===== src/rtl/cdb_arbiter_pkg.sv =====
// cdb_arbiter_pkg: shared widths and bubble constants for the ALU-side common data bus
package cdb_arbiter_pkg;
   localparam int ROB_WIDTH = 4;
   localparam int DATA_WIDTH = 32;
   localparam logic [ROB_WIDTH-1:0] ZERO_ROB = '0;
   localparam logic [DATA_WIDTH-1:0] ZERO_DATA = '0;
   localparam logic TRUE = 1'b1;
   localparam logic FALSE = 1'b0;
endpackage


===== src/rtl/cdb_arbiter_rr.sv =====
// rr_arbiter: one-hot round-robin grant; the pointer names the highest-priority index
module rr_arbiter #(
   parameter int N = 3
) (
   input  logic         clk,
   input  logic         rst,
   input  logic [N-1:0] req,
   input  logic         adv,
   output logic [N-1:0] grant
);
   localparam int PW = (N > 1) ? $clog2(N) : 1;
   logic [PW-1:0] ptr, idx, nxt_ptr;
   logic found;
   always_comb begin
      grant = '0;
      nxt_ptr = ptr;
      found = 1'b0;
      idx = ptr;
      for (int k = 0; k < N; k++) begin
         idx = PW'((int'(ptr) + k) % N);
         if (!found && req[idx]) begin
            found = 1'b1;
            grant[idx] = 1'b1;
            nxt_ptr = (idx == PW'(N - 1)) ? '0 : idx + PW'(1);
         end
      end
   end
   always_ff @(posedge clk or posedge rst)
      if (rst) ptr <= '0;
      else if (adv) ptr <= nxt_ptr;
endmodule


===== src/rtl/cdb_arbiter.sv =====
// cdb_arbiter: shares the registered ALU CDB among result producers, one broadcast per cycle
module cdb_arbiter
   import cdb_arbiter_pkg::*;
#(
   parameter int NUM_REQ = 3,
   parameter int ROB_W = ROB_WIDTH,
   parameter int DATA_W = DATA_WIDTH
) (
   input  logic                    clk,
   input  logic                    rst,
   input  logic                    ena,
   input  logic                    in_flush,
   input  logic [NUM_REQ-1:0]        in_req_valid,
   input  logic [NUM_REQ*ROB_W-1:0]  in_req_rob_tag,
   input  logic [NUM_REQ*DATA_W-1:0] in_req_value,
   input  logic [NUM_REQ-1:0]        in_req_isjump,
   input  logic [NUM_REQ*DATA_W-1:0] in_req_jump_addr,
   output logic [NUM_REQ-1:0]        out_req_ready,
   output logic [ROB_W-1:0]          out_cdb_rob_tag,
   output logic [DATA_W-1:0]         out_cdb_value,
   output logic                      out_cdb_isjump,
   output logic [DATA_W-1:0]         out_cdb_jump_addr,
   output logic                      out_cdb_isload
);
   logic [NUM_REQ-1:0] elig, grant;
   logic [ROB_W-1:0] tag_n;
   logic [DATA_W-1:0] value_n, jaddr_n;
   logic isjump_n, open;
   // Tag 0 is the bubble marker, so such a request can never reach the bus
   always_comb begin
      elig = '0;
      for (int i = 0; i < NUM_REQ; i++)
         elig[i] = in_req_valid[i] && (in_req_rob_tag[i*ROB_W +: ROB_W] != ROB_W'(ZERO_ROB));
   end
   assign open = ena && !in_flush && !rst;
   rr_arbiter #(.N(NUM_REQ)) u_rr (
      .clk   (clk),
      .rst   (rst),
      .req   (elig & {NUM_REQ{open}}),
      .adv   (|grant),
      .grant (grant)
   );
   assign out_req_ready = grant;
   always_comb begin
      tag_n = '0;
      value_n = '0;
      isjump_n = 1'b0;
      jaddr_n = '0;
      for (int i = 0; i < NUM_REQ; i++)
         if (grant[i]) begin
            tag_n = in_req_rob_tag[i*ROB_W +: ROB_W];
            value_n = in_req_value[i*DATA_W +: DATA_W];
            isjump_n = in_req_isjump[i];
            jaddr_n = in_req_jump_addr[i*DATA_W +: DATA_W];
         end
   end
   always_ff @(posedge clk or posedge rst)
      if (rst) begin
         out_cdb_rob_tag <= '0;
         out_cdb_value <= '0;
         out_cdb_isjump <= 1'b0;
         out_cdb_jump_addr <= '0;
      end else begin
         out_cdb_rob_tag <= tag_n;
         out_cdb_value <= value_n;
         out_cdb_isjump <= isjump_n;
         out_cdb_jump_addr <= jaddr_n;
      end
   assign out_cdb_isload = FALSE;
endmodule


===== config.mk =====
export PLATFORM = sky130hd
export DESIGN_NAME = cdb_arbiter
export DESIGN_NICKNAME = d
export VERILOG_FILES = /design/src/rtl/cdb_arbiter_pkg.sv /design/src/rtl/cdb_arbiter_rr.sv /design/src/rtl/cdb_arbiter.sv
export SDC_FILE = /design/constraint.sdc
export NUM_CORES = 1
export LEC_CHECK = 0
export CORE_MARGIN = 5
export CORE_UTILIZATION = 32
export CTS_BUF_LIST = sky130_fd_sc_hd__clkbuf_4 sky130_fd_sc_hd__clkbuf_8
export CTS_CLUSTER_DIAMETER = 60
export DETAILED_ROUTE_END_ITERATION = 8
export PLACE_DENSITY_LB_ADDON = 0.3
export SLEW_MARGIN = 20
export SYNTH_ARGS = -nofsm -noshare
export SYNTH_HDL_FRONTEND = slang
export SYNTH_SLANG_ARGS = --single-unit
export TNS_END_PERCENT = 30

===== constraint.sdc =====
create_clock -name clk -period 3.4 [get_ports clk]
set_input_delay 0.68 -clock clk [delete_from_list [all_inputs] [get_ports clk]]
set_output_delay 0.68 -clock clk [all_outputs]
set_load 0.01 [all_outputs]

**Run 1: met3 routing**

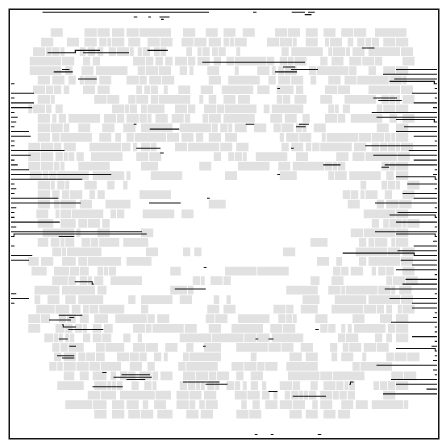
- main direction: horizontal
- share of all routed wire: 6.4%
- nets with wire on the layer: 152
- wire length on this layer: 1,150 um
GRT met3 Usage: 0.0487
routed via count: 4,854
DRT Wirelength: 17,800 um

**Run 1: the clock network**

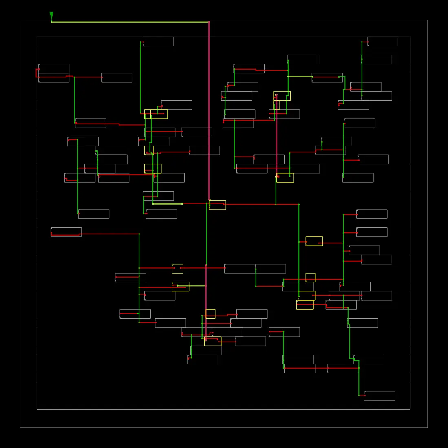
Clk. pwr: 625 uW
CTS Sinks: 71
clock buf count: 11

**Run 1: a small window of the routed layout**

Window x 41 to 81, y 41 to 81 um. Cells in gray, sequential cells in the stronger gray; small squares are vias.
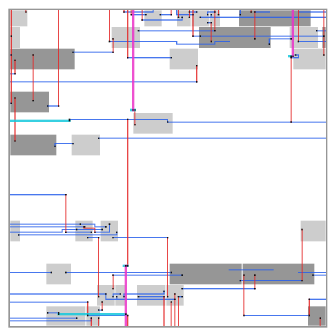
- met1: blue
- met3: cyan
- met2: red
- met4: magenta
- sequential cells in the window: 7
- most frequent: clkdlybuf4s50_1 (7), dfrtp_1 (7)
- netlist names of flops here include: `out_cdb_jump_addr` (6), `out_cdb_isjump` (1)
- cells with their middle in the window: 28

==> impl_metrics.json, run 1 <==
{
  "run_status": "finished, violations left",
  "violations": "negative setup slack",
  "synth_top_flop_cell": "dfrtp_1",
  "n_tap_cell": 172,
  "power-top-group": "combinational cells",
  "yosysMostFrequentCell": "nor2_1",
  "critPathBufInv": 3,
  "antenna_cells": 0,
  "area_dominant_class": "buffers",
  "slowest_stage": "clkdlybuf4s50_1",
  "grtUsageMet2": 0.390,
  "post_cts_resized": 4,
  "boundaryPins": 287,
  "min_delay_path_depth": 1,
  "syn_area_sq_mm": 0.00402,
  "maxCapViolations": 0,
  "ys.warnings.count": 0,
  "crit_type": "primary input to output port",
  "grt_setup_unrepaired": "true",
  "timing.final.ws_setup_ps": -41.3,
  "regArea_sq_mm": 0.00178,
  "comb-power_uw": 1390,
  "floorplan.nets": 677,
  "synth_cell_types": 49,
  "min_period_ps": 3440,
  "antenna_left": 0,
  "p_clk_frac": 0.202,
  "grtUsageTotal": 0.225,
  "final_cell_mix": "clkdlybuf4s50_1 (277), nor2_1 (71), dfrtp_1 (71)",
  "wl_met2_um": 9240,
  "ir_drop_mv": 0.249,
  "viasPerCell": 5.36,
  "setup_viol": 1,
  "drt-met1-wl_um": 6980,
  "grt_pass1_vias": 4862,
  "min_to": "u_rr.ptr[0]",
  "gr-total-overflow": 0,
  "max_stage_delay_ps": 450,
  "p_seq_frac": 0.347,
  "place.gp.congestion": 0.884,
  "postPlaceCellArea_sq_mm": 0.00705,
  "p_switching_uw": 1040
}
run 1: cells by family (layout without fill, tap and decap cells):
| kind of cell | Yosys count | count (layout) |
|---|---|---|
| AOI/OAI and AO/OA | 158 | 158 |
| adders and majority gates | 4 | 4 |
| buffers and inverters | 59 | 334 |
| DFF | 71 | 71 |
| muxes | 1 | 1 |
| other | 1 | 1 |
| and+or+nand+nor | 165 | 165 |
run 1: flip-flops by register name, summed over array words and instances, names as in the netlist:
name,count
out_cdb_rob_tag,4
out_cdb_value,32
u_rr.ptr,2
out_cdb_jump_addr,32
out_cdb_isjump,1
run 1: per-stage QoR:
step,setup slack [ps],total power (uW),instances,utilization
floorplan,482,1670,459,-
global placement,-306,2420,885,0.566
detailed placement,-284,2450,885,0.566
CTS,-230,3090,902,0.581
global route,-164,3260,906,0.590
finish,-41.3,3090,906,0.590
**Run 1: routed clock nets over the placement**

Bar = 20 um.
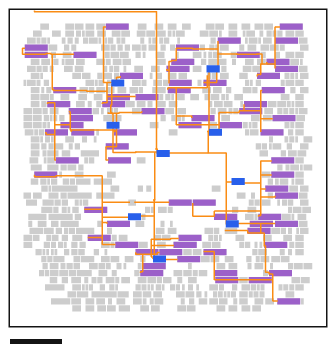

==> run 2: changes to the inputs <==
- CORE_UTILIZATION: 32 -> 36
**Run 2: routed clock nets over the placement**

Bar = 20 um.
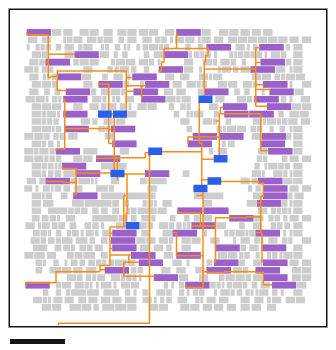
- flip-flops: purple (count 71)
- cells driving clock nets: blue (count 9)
- clock wires: orange (length 967 um)
- flops lie: all over the die
- routed clock nets: 10
Clk. pwr: 734 uW
clock power share: 0.230
skew final: 12.5 ps

**Run 2: wiring heat map**

Bar = 20 um. The die is cut into 23 by 23 equal tiles; white is low, dark blue is high, scaled to the fullest tile. Values are wire area over tile area, all layers added.
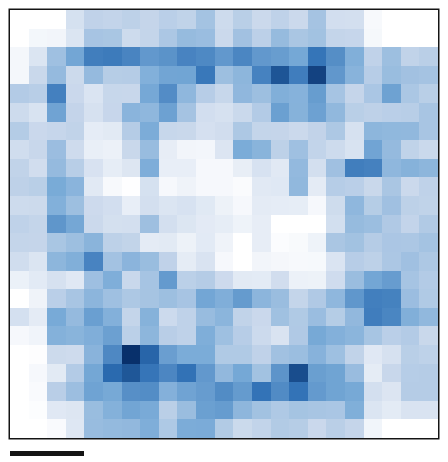
- mean over tiles: 0.22
- tiles over half the peak: 16%
- fullest tile: 0.68
- emptiest ninth of the die: center
- nearly empty tiles: 5.5%
- densest ninth of the die: south
GR Util All Layers: 0.249
DRT Wirelength: 17,500 um
routed via count: 4,990

**Run 2: met3 routing**

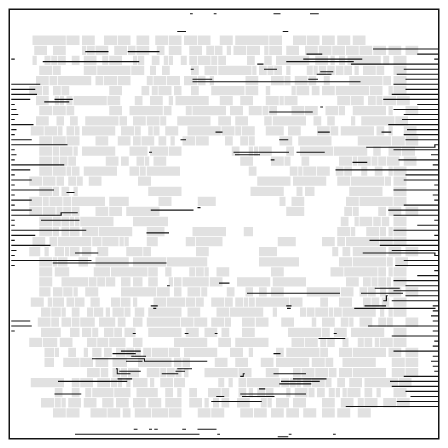
GRT met3 Usage: 0.0392

==> run 2 against run 1 <==
Total power up 3.4%. Via count rose by 2.8%. Setup slack improved by 90 ps. Critical path depth grew 3. Clock skew increased by 1.1 ps. Synthesized area did not move. Largest cell class unchanged. The flow now finishes without violations. Critical endpoint is now out_req_ready[2]. Utilization is 8.4 points higher. Sequential share of layout area increased by 0.066 points.
==> impl_metrics.json, run 2 <==
{
  "run_status": "complete, no violations",
  "post_cts_resized": 12,
  "synth_top_flop_cell": "dfrtp_1",
  "p_total_uw": 3200,
  "grt_max_degree": 78,
  "p_seq_frac": 0.334,
  "largestRegisters": "out_cdb_jump_addr (32), out_cdb_value (32), out_cdb_rob_tag (4)",
  "min_delay_path_depth": 1,
  "max_stage_delay_ps": 440,
  "comb-power_uw": 1390,
  "grtUsageMet2": 0.429,
  "setup_viol": 0,
  "min_period_ps": 3350,
  "place.gp.congestion": 0.902,
  "min_to": "u_rr.ptr[0]",
  "grt_setup_unrepaired": "true",
  "floorplan.nets": 677,
  "maxCapViolations": 0,
  "gr-total-overflow": 0,
  "power-top-group": "combinational cells",
  "ir_drop_mv": 0.281,
  "min_from": "u_rr.ptr[0]",
  "yosysMostFrequentCell": "nor2_1",
  "synth-xor-area-share": 0,
  "final_core_util": 0.673,
  "cellLeakagePower_uw": 0.00300,
  "place_hpwl_um": 12600,
  "placedCellCount": 865,
  "dpl_worst_slack_ps": -327,
  "timing.final.ws_setup_ps": 48.7,
  "p_switching_uw": 1020,
  "ys.warnings.count": 0,
  "final_cells": 880,
  "final_cell_mix": "clkdlybuf4s50_1 (273), nor2_1 (71), dfrtp_1 (71)",
  "synth_cell_types": 49,
  "clock-sinks": 71,
  "grt_pass1_vias": 4962,
  "boundaryPins": 287,
  "antenna_left": 0,
  "antenna_cells": 0
}
[run 2: critical path, delay by kind of cell]
family                 cells  cell delay, ps
AOI/OAI and AO/OA          4             730
buffers and inverters      6            1250
[run 2: routing by layer]
layer / part of all wire / vias to the layer above
met5: 0 / -
met4: 0.033 / 0
met2: 0.50 / 266
met3: 0.082 / 42
li1: - / 2287
met1: 0.38 / 2395
[run 2: final cells by class]
type,count,area [sq um]
clock inverters,6,86.3
flip-flops and latches,71,1780
well taps,140,175
clock buffers,9,124
repair buffers,319,3140
fillers,905,3560
multi-input cells,329,2010
inverters,6,22.5
[run 2: kinds of logic (layout without fill, tap and decap cells)]
group,count (synthesis),after routing
adder cells (fa/ha/maj),4,4
AND/OR/NAND/NOR,165,165
buffers and inverters,59,340
multiplexers,1,1
other,1,1
AND-OR/OR-AND,158,158
flip-flops,71,71
==> run 3: changes to the inputs <==
- CTS_CLUSTER_DIAMETER: 60 -> 100
**Run 3: a small window of the routed layout**

Window x 38 to 78, y 38 to 78 um. Cells in gray, sequential cells in the stronger gray; small squares are vias.
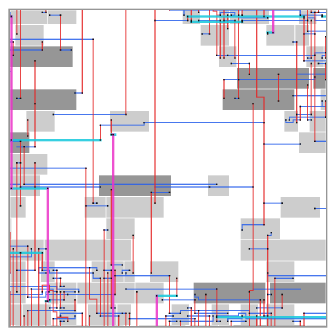
- met2: red
- met4: magenta
- met1: blue
- met3: cyan
- sequential cells in the window: 7
- most frequent: clkdlybuf4s50_1 (14), dfrtp_1 (7)
- cells with their middle in the window: 55
- netlist names of flops here include: `out_cdb_jump_addr` (4), `out_cdb_value` (2)

**Run 3: met3 routing**

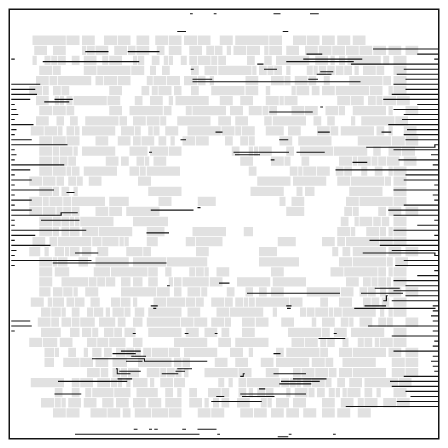

==> run 3 against run 2 <==
Critical path depth stayed put. Die area did not move. Utilization is the same. Flip-flop count is the same. Global-route usage unchanged. Routed wire length unchanged. Largest cell class unchanged.
==> impl_metrics.json, run 3 <==
{
  "antenna_cells": 0,
  "min_delay_path_depth": 1,
  "p_seq_frac": 0.334,
  "final_core_util": 0.673,
  "post_cts_resized": 12,
  "synth-xor-area-share": 0,
  "synth_top_flop_cell": "dfrtp_1",
  "synth_cell_types": 49,
  "mi_logic_area_sq_mm": 0.00201,
  "clock-sinks": 71,
  "cp_top_family": "buffers and inverters",
  "power_density_mw_per_mm2": 436,
  "grt_pass1_vias": 4962,
  "vias": 4990,
  "place_hpwl_um": 12600,
  "grtUsageTotal": 0.249,
  "final_cells": 880,
  "syn_area_sq_mm": 0.00402,
  "p_clk_frac": 0.230,
  "maxCapViolations": 0,
  "crit_type": "primary input to output port",
  "finClkSkew_ps": 12.5,
  "timing.final.ws_setup_ps": 48.7,
  "p_switching_uw": 1020,
  "boundaryPins": 287,
  "ir_drop_mv": 0.281,
  "run_status": "complete, no violations",
  "max_stage_delay_ps": 440,
  "yosysMostFrequentCell": "nor2_1",
  "gr-total-overflow": 0,
  "cts.clk_slew.worst_paths_ps": 70,
  "critPathBufInv": 6,
  "dpl_worst_slack_ps": -327,
  "slowest_stage": "clkdlybuf4s50_1",
  "grt_setup_unrepaired": "true",
  "path_depth": 10,
  "p_total_uw": 3200,
  "min_to": "u_rr.ptr[0]",
  "grt_max_degree": 78,
  "final_cell_mix": "clkdlybuf4s50_1 (273), nor2_1 (71), dfrtp_1 (71)",
  "min_period_ps": 3350,
  "fillCellCount": 905,
  "postPlaceCellArea_sq_mm": 0.00706,
  "cellLeakagePower_uw": 0.00300,
  "largestRegisters": "out_cdb_jump_addr (32), out_cdb_value (32), out_cdb_rob_tag (4)",
  "placedCellCount": 865,
  "regArea_sq_mm": 0.00178,
  "setup_viol": 0,
  "totalWireLength_um": 17500
}
**Run 3: routed clock nets over the placement**

Bar = 20 um.
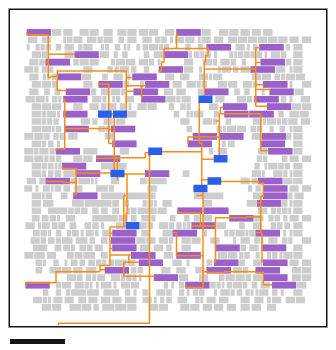
- cells driving clock nets: blue (count 9)
- flip-flops: purple (count 71)
- clock wires: orange (length 967 um)
- flops lie: all over the die
Late-Pin Clk Latency: 330 ps

[run 3: cell type report]
| cell class | instances | area share |
|---|---|---|
| clock buffers | 9 | 0.0169 |
| clock inverters | 6 | 0.0118 |
| inverters | 6 | 0.00307 |
| flip-flops and latches | 71 | 0.242 |
| repair buffers | 319 | 0.428 |
| multi-input cells | 329 | 0.274 |
| well taps | 140 | 0.0239 |
[run 3: per-layer routing]
layer  global-route usage  part of all wire  up-vias
met2                0.429              0.50      266
met4                0.103             0.033        0
li1                     -                 -     2287
met5                    0                 0        -
met1                0.311              0.38     2395
met3               0.0392             0.082       42
[run 3: power by group through the flow]
stage	logic (uW)	registers, uW	clock network, uW
floorplan	498	1170	0
CTS	1380	1070	752
global placement	1350	1080	0
finish	1390	1070	734
global route	1480	1090	785
detailed placement	1370	1090	0
Power is estimated from default activity; no workload was simulated.
